--- src/rtl/reaction_pkg.sv ---
// Shared definitions for the reaction-timer game: state encoding
// and default timing constants used by the controller and display path.
package reaction_pkg;

    localparam int RDM_W_DEF     = 10;
    localparam int RES_W_DEF     = 16;
    localparam int MIN_DELAY_DEF = 50;
    localparam int GO_HOLD_DEF   = 200;
    localparam int TIMEOUT_DEF   = 9999;

    typedef logic [2:0] state_t;

    localparam state_t ST_IDLE = 3'd0;
    localparam state_t ST_WAIT = 3'd1;
    localparam state_t ST_GO   = 3'd2;
    localparam state_t ST_DONE = 3'd3;
    localparam state_t ST_FOUL = 3'd4;

endpackage

--- src/rtl/reaction_game_ctrl.sv ---
// Round sequencer for the reaction-timer game: random pre-delay,
// GO indication, reaction measurement, foul/timeout and best time.
module reaction_game_ctrl
    import reaction_pkg::*;
#(
    parameter int RDM_W     = RDM_W_DEF,
    parameter int RES_W     = RES_W_DEF,
    parameter int MIN_DELAY = MIN_DELAY_DEF,
    parameter int GO_HOLD   = GO_HOLD_DEF,
    parameter int TIMEOUT   = TIMEOUT_DEF
) (
    input  logic             clk100hz,
    input  logic             rst,
    input  logic             start,
    input  logic             stop,
    input  logic [RDM_W-1:0] rnd,
    output logic             go_led,
    output logic [RES_W-1:0] result,
    output logic             result_valid,
    output logic             foul,
    output logic             timeout,
    output logic [RES_W-1:0] best,
    output logic             busy
);

    localparam int DW = RDM_W + 1;

    state_t           state;
    logic [DW-1:0]    dly;
    logic [RES_W-1:0] rcnt;
    logic [RES_W-1:0] rcnt_inc;

    assign rcnt_inc = rcnt + 1'b1;
    assign busy     = (state == ST_WAIT) || (state == ST_GO);

    always_ff @(posedge clk100hz) begin
        if (rst) begin
            state        <= ST_IDLE;
            dly          <= '0;
            rcnt         <= '0;
            go_led       <= 1'b0;
            result       <= '0;
            result_valid <= 1'b0;
            foul         <= 1'b0;
            timeout      <= 1'b0;
            best         <= '1;
        end else if (start) begin
            state        <= ST_WAIT;
            dly          <= DW'(MIN_DELAY) + DW'(rnd);
            go_led       <= 1'b0;
            result_valid <= 1'b0;
            foul         <= 1'b0;
            timeout      <= 1'b0;
        end else begin
            unique case (state)
                ST_WAIT: begin
                    // stop wins over the WAIT->GO step
                    if (stop) begin
                        state <= ST_FOUL;
                        foul  <= 1'b1;
                    end else if (dly <= DW'(1)) begin
                        state  <= ST_GO;
                        go_led <= 1'b1;
                        rcnt   <= '0;
                    end else begin
                        dly <= dly - 1'b1;
                    end
                end
                ST_GO: begin
                    if (stop) begin
                        state        <= ST_DONE;
                        result       <= rcnt;
                        result_valid <= 1'b1;
                        go_led       <= 1'b0;
                        if (rcnt < best) best <= rcnt;
                    end else if (rcnt == RES_W'(TIMEOUT - 1)) begin
                        state        <= ST_DONE;
                        result       <= RES_W'(TIMEOUT);
                        timeout      <= 1'b1;
                        result_valid <= 1'b0;
                        go_led       <= 1'b0;
                    end else begin
                        rcnt <= rcnt_inc;
                        if (rcnt_inc >= RES_W'(GO_HOLD)) go_led <= 1'b0;
                    end
                end
                default: begin
                end
            endcase
        end
    end

endmodule
--- config.mk ---
export PLATFORM = sky130hd
export DESIGN_NAME = reaction_game_ctrl
export DESIGN_NICKNAME = d
export VERILOG_FILES = /design/src/rtl/reaction_pkg.sv /design/src/rtl/reaction_game_ctrl.sv
export SDC_FILE = /design/constraint.sdc
export NUM_CORES = 1
export LEC_CHECK = 0
export ABC_AREA = 1
export CAP_MARGIN = 40
export CORE_MARGIN = 8
export CORE_UTILIZATION = 43
export DETAILED_ROUTE_END_ITERATION = 12
export PLACE_DENSITY_LB_ADDON = 0.05
export SLEW_MARGIN = 20
export SYNTH_ARGS = -nofsm -noshare
export SYNTH_HDL_FRONTEND = slang
export SYNTH_SLANG_ARGS = --single-unit
--- constraint.sdc ---
create_clock -name clk100hz -period 2.9 [get_ports clk100hz]
set_input_delay 0.29 -clock clk100hz [delete_from_list [all_inputs] [get_ports clk100hz]]
set_output_delay 0.29 -clock clk100hz [all_outputs]
set_load 0.1 [all_outputs]
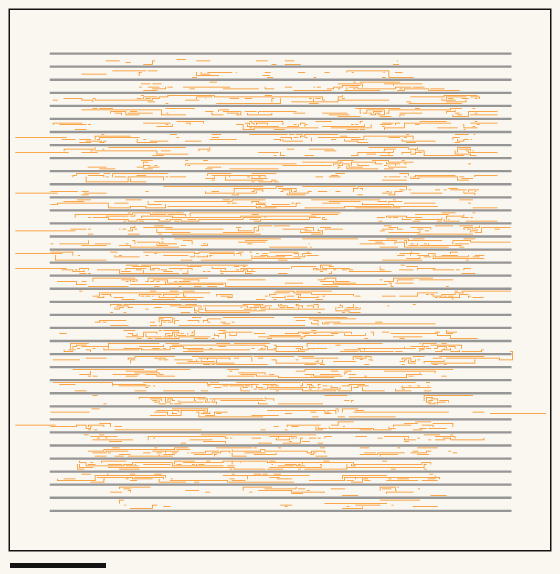
Fig. 1. Metal 1 (run 1).
The bar under the picture is 20 µm long. Supply wires on this layer in grey.
share of all routed wire: 46%
main direction: horizontal
wire length on this layer: 5150 µm

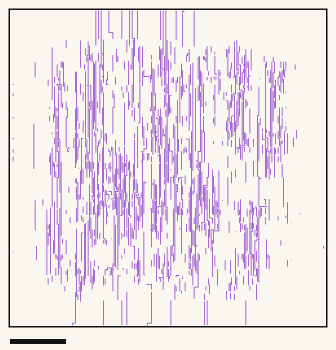
Fig. 2. Metal 2 (run 1).
The bar under the picture is 20 µm long.
main direction: vertical
share of all routed wire: 46%
nets with wire on the layer: 505
longest straight run: 47.9 µm
wire length on this layer: 5160 µm

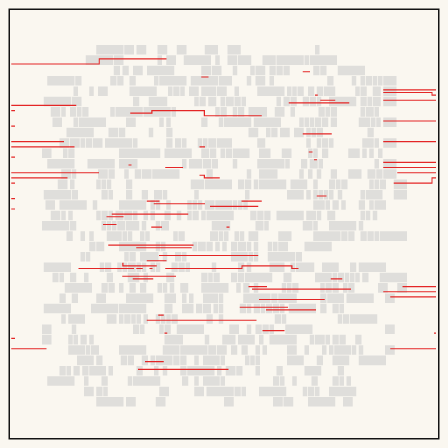
Fig. 3. M3 wires (run 1).
wire length on this layer: 734 µm
longest straight run: 28.5 µm

-- run 1: final timing paths --
path / slack (ps) / end / depth (start not counted) / from
max reg2reg: 700 / best[0] / 9 / rcnt[5]
max: 700 / best[0] / 9 / rcnt[5]
min reg2reg: 470 / result[14] / 2 / result[14]
min: 470 / result[14] / 2 / result[14]
-- run 1: power groups by stage --
stage | Clock (mW) | Sequential, mW | Combinational (mW)
final | 0.789 | 1.01 | 0.470
after global routing | 0.852 | 1.02 | 0.526
after global placement | 0 | 1.03 | 0.467
after detailed placement | 0 | 1.03 | 0.469
after CTS | 0.811 | 1.01 | 0.473
after floorplan | 0 | 1.07 | 0.310
-- run 1: metal layers --
layer  vias up  routed length, µm  part of all wire (%)
li1       2036                  -                     -
met1      1790               5150                    46
met4         0                192                   1.7
met3        21                733                   6.5
met2       114               5160                    46
met5         -                  0                     0
-- run 1: worst max-delay path, stage by stage (launching register included) --
cell and delay [ps]:
dfxtp_1 600, ha_1 330, a21oi_1 130, o21a_1 120
nand2_1 70, nand2_1 60, nand2_1 40, nand2_1 430
nand3_1 250, nand3_1 120
-- run 1: flip-flops by register name (all words and copies together) (netlist names) --
name          count
dly              11
timeout           1
rcnt             16
best             16
result_valid      1
state             3
go_led            1
foul              1
result           16
-- run 1: cells in the final DEF, fill, tap and decap left out, types with 4 or more instances in the layout --
cell type,count
o21ai_0,20
nor2_2,7
xor2_1,4
dfxtp_1,66
o21ai_1,15
a211oi_1,7
nor2_1,57
nand2_1,127
nand2_2,8
clkbuf_8,9
nand3_2,4
inv_1,60
ha_1,20
a21oi_1,49
buf_4,46
nand4_1,9
inv_2,8
nand3_1,65
clkdlybuf4s50_1,13
nor3_1,7
==> results.cfg, run 1 <==
; yosys + openroad results
[route]
drc = 0
drt_iter0_drc = 176
ant_nets = 0
routed_wl_um = 11200
drt-pass1-iter-count = 4
avgViaCountPerCell = 5.27
vias = 3961
wl_per_cell_um = 15.0

[clocking]
clkSlewWorstSetupHoldPaths_ps = 80
post_cts_resized = 0
cts.sink_count = 66
postCtsHoldBufs = 0
clock_path_buffers = 2
cts_setup_buffers = 0
cts_tree = done
clock_latency_ps = 350
ctsHtreeMaxLevel = 3
numCtsBuffers = 9
root_buffer = clkbuf_8

[power]
power_leakage_nw = 2.31
p_sw_mw = 0.779
ir_drop_mv = 0.239
p_int_mw = 1.49
pwr-share-comb_pct = 20.7
finalPower_mw = 2.27
power_density_nw_per_um2 = 486
p_seq_share_pct = 44.6
switching_share_pct = 34.3
clkPwrFrac_pct = 34.7

[critical_path]
cp_max_fo = 16
crit_path_end_kind = flop
critical_path_class = reg2reg
worstPathRequired_ps = 3190
start_kind = flop
worstPathArrival_ps = 2500

[finish]
sh_comb_area_pct = 49.0
buffer_area_share_pct = 10.2
syn2layout_area_growth_pct = 17.0
largest_class = multi-input combinational cells
flops = 66
regArea_um2 = 1320
logic_gates = 430
final_area_um2 = 4680
comb_area_um2 = 2290
nNetsFinal = 669
nNonClkInverters = 69
clk_share_pct = 4.14
clkbuf_count = 9
num-fill-cells = 954
drive_above_1_share_pct = 16.4
diodes = 0
post-route-util_pct = 51.1
final_cells = 751
seq-cell-share_pct = 28.2
nNonClkBuffers = 59

[sta]
finalMaxSlewViolations = 0
hold_ws_ps = 466
min_period_ps = 2200
finalCritPeriodShare_pct = 76.0
hold_viol_final = 0
relSlewSlack_pct = 61.0
rsz0062_at_grt = false
setup_violations = 0
finalSetupTns_ps = 0
setup_slack_ps = 696
fin_skew_ps = 9.74
fmax_ghz = 0.454
max_slew.worst_pin.slew_ps = 584

[synthesis]
synth-simple-area-share_pct = 35.5
postSynth.asyncResetShare_pct = 0
ff_type = dfxtp_1
syn_avg_cell_area_um2 = 6.79
ys_sh_mux_pct = 0
topCellsByArea = dfxtp_1, nand2_1, nand3_1
ys_warn_count = 0
synth_area_um2 = 4000
synthAoiAreaFrac_pct = 14.4
yosys.stat.seqShare_pct = 33.0
ys_ff = 66
yosysTopAreaCellShare_pct = 33.0
ys_sh_adder_pct = 6.26
syn-instance-count = 589
common_cells = nand2_1, dfxtp_1, nand3_1
fp_nets = 623
logic_family = simple AND/OR/NAND/NOR gates
yosys_cells = 589
edf_count = 0
ys_types = 41
yosys_area_um2 = 4000
most_common_cell = nand2_1
xor_share_pct = 1.09
top_area_cell = dfxtp_1

[grt]
grt_pass1_wl_um = 18600
grt_pass1_vias = 3756
use_met2_pct = 29.9
grt_busiest_layer = met2
grtUsageTotal_pct = 18.2
met3_usage_pct = 4.72
grt-ovfl-total = 0
grt_start_max_net_pins = 33
grtUsageMet1_pct = 22.2
antenna_found_initial = 0

[place]
placedCellCount = 735
place_area_um2 = 4490
hpwl_um = 8200
place_ws_ps = 753
io_buffer_count = 50
gp_congestion = 0.924

[die]
fp.dieW_um = 112
initCoreUtil_pct = 43.7
rows = 35
core-area_um2 = 9150
die_y_um = 112
io_pins = 51
nWellTaps = 111
chipArea_um2 = 12600

[outcome]
status = completed

[run]
warnings = 28
maxCapViolCount = 0

[hold_path]
hold_class = reg2reg
==> run 1 -> run 2 <==
- clock period: 2.9 -> 1.9 ns (I/O delays scaled with it)
==> results.cfg, run 2 <==
; yosys + openroad results
[outcome]
status = completed

[clocking]
cts.sink_count = 66
clock_path_buffers = 2
root_buffer = clkbuf_8
ctsHtreeMaxLevel = 3
cts_tree = done
clkSlewWorstSetupHoldPaths_ps = 70
numCtsBuffers = 9
clock_latency_ps = 340

[die]
core-area_um2 = 9150
die_y_um = 112
rows = 35
initCoreUtil_pct = 43.7
chipArea_um2 = 12600
io_pins = 51
fp.dieW_um = 112

[synthesis]
ys_sh_adder_pct = 6.26
synthAoiAreaFrac_pct = 14.4
synth-simple-area-share_pct = 35.5
ys_types = 41
ys_warn_count = 0
yosysTopAreaCellShare_pct = 33.0
top_area_cell = dfxtp_1
xor_share_pct = 1.09
yosys_cells = 589
syn_avg_cell_area_um2 = 6.79
ys_sh_mux_pct = 0
ys_ff = 66
syn-instance-count = 589
logic_family = simple AND/OR/NAND/NOR gates
yosys_area_um2 = 4000
postSynth.asyncResetShare_pct = 0
topCellsByArea = dfxtp_1, nand2_1, nand3_1
yosys.stat.seqShare_pct = 33.0
ff_type = dfxtp_1
edf_count = 0
synth_area_um2 = 4000
fp_nets = 623
most_common_cell = nand2_1
common_cells = nand2_1, dfxtp_1, nand3_1

[finish]
syn2layout_area_growth_pct = 28.7
final_cells = 797
nNetsFinal = 715
final_area_um2 = 5150
drive_above_1_share_pct = 26.2
diodes = 0
num-fill-cells = 926
top_regs = best (16), rcnt (16), result (16)
layout_top_cell = nand2_1
final_cell_mix = nand2_1, buf_4, nand3_1, inv_1, nor2_1

[power]
ir_drop_mv = 0.385
finalPower_mw = 3.58
power_density_nw_per_um2 = 696
power_leakage_nw = 2.57

[sta]
min_period_ps = 1800
fmax_ghz = 0.556
fin_skew_ps = 6.17
finalMaxSlewViolations = 0
hold_viol_final = 0
finalCritPeriodShare_pct = 94.7
setup_slack_ps = 101
finalSetupTns_ps = 0
setup_violations = 0
rsz0062_at_grt = false
relSlewSlack_pct = 71.4
max_slew.worst_pin.slew_ps = 426
hold_ws_ps = 464

[grt]
grt-ovfl-total = 0
grt_pass1_vias = 4013
grt_start_max_net_pins = 22
antenna_found_initial = 0
grtUsageTotal_pct = 18.7
grt_pass1_wl_um = 19300

[critical_path]
worstPathRequired_ps = 2160
crit_path_end = rcnt[2]
rr_worst_depth = 10
regToRegStartpoint = rcnt[0]
worstPathArrival_ps = 2060
startpoint = rcnt[0]
start_kind = flop
cp_max_fo = 8
crit_path_end_kind = flop
r2r_end = rcnt[2]
r2r_slack_ps = 100
critical_path_class = reg2reg

[route]
top_layer = met4
ant_nets = 0
drt-pass1-iter-count = 5
wl_per_cell_um = 14.8
drc = 0
met3_length_um = 770
avgViaCountPerCell = 5.18
routed_wl_um = 11800
vias = 4127
drt_iter0_drc = 208
wl_met1_um = 5420
wl_met2_um = 5420

[place]
io_buffer_count = 50
place_area_um2 = 4860
place_ws_ps = -50.4
gp_congestion = 0.897
hpwl_um = 9040
placedCellCount = 776

[run]
warnings = 28
maxCapViolCount = 0

[hold_path]
hold_class = reg2reg
-- run 2: timing repair --
| item | 4_1_cts | 5_1_grt |
|---|---|---|
| hold buffers | 0 | 0 |
| setup buffers | 0 | 4 |
| gates cloned | 0 | 1 |
| endpoints found under the setup margin | 1 | 25 |
| resized | 1 | 15 |
-- run 2: how the worst min path moves through the flow --
stage               startpoint        end  slack [ps]  cells past startpoint
floorplan               rnd[1]     dly[1]         380                      3
global placement       timeout    timeout         450                      1
detailed placement     timeout    timeout         460                      1
CTS                  result[5]  result[5]         470                      2
global route         result[4]  result[4]         480                      2
finish               result[5]  result[5]         460                      2
-- run 2: power breakdown --
group | switching (mW) | internal, mW | total, mW
registers | 0.0942 | 1.44 | 1.53
logic | 0.537 | 0.320 | 0.857
clock network | 0.574 | 0.618 | 1.19
-- run 2: final cells by class --
type | count | area, µm² | area share [%]
Sequential cell | 66 | 1390 | 27.0
Tap cell | 111 | 139 | 2.70
Timing Repair Buffer | 104 | 826 | 16.0
Clock inverter | 4 | 22.5 | 0.437
Clock buffer | 12 | 176 | 3.43
Multi-Input combinational cell | 431 | 2340 | 45.4
Inverter | 69 | 259 | 5.03
-- run 2: routing by layer --
metal / up-vias / global-route usage [%]
li1: 2122 / -
met1: 1876 / 23.3
met2: 111 / 30.8
met3: 18 / 4.35
met4: 0 / 7.01
met5: - / 0
-- run 2: cells by family (layout without fill, tap and decap cells) --
logic type	Yosys count	in the layout
buf+inv	93	189
flops	66	66
compound gates	104	104
fa+ha+maj	20	20
xor+xnor	5	5
simple gates	301	302
-- run 2: worst max-delay path: stages, from the launching register on --
cell and delay (ps):
dfxtp_1 420, inv_2 60, ha_1 200, nand3_1 80, nor2_1 60, nand3_2 110, nand3_2 170, nor2_8 230
buf_4 180, o21ai_1 60, a21oi_1 150
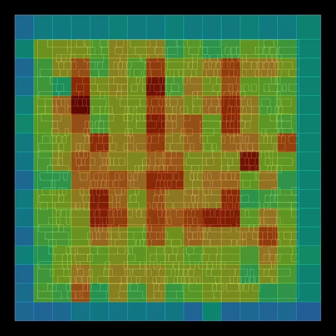
Fig. 4. Routing congestion map (run 2).
layer with the highest usage: met2
met1 Use GR: 23.3%
Final Core Density: 56.3%

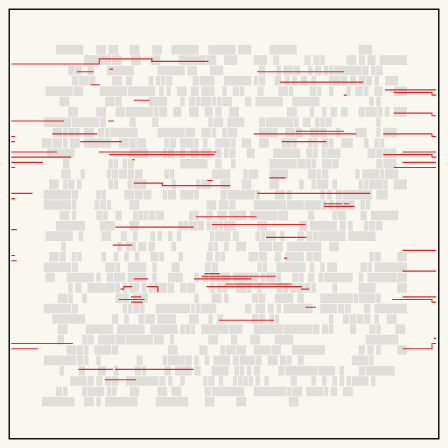
Fig. 5. M3 wires (run 2).
main direction: horizontal
wire length on this layer: 770 µm
nets with wire on the layer: 60

Power and IR drop assume default switching activity.
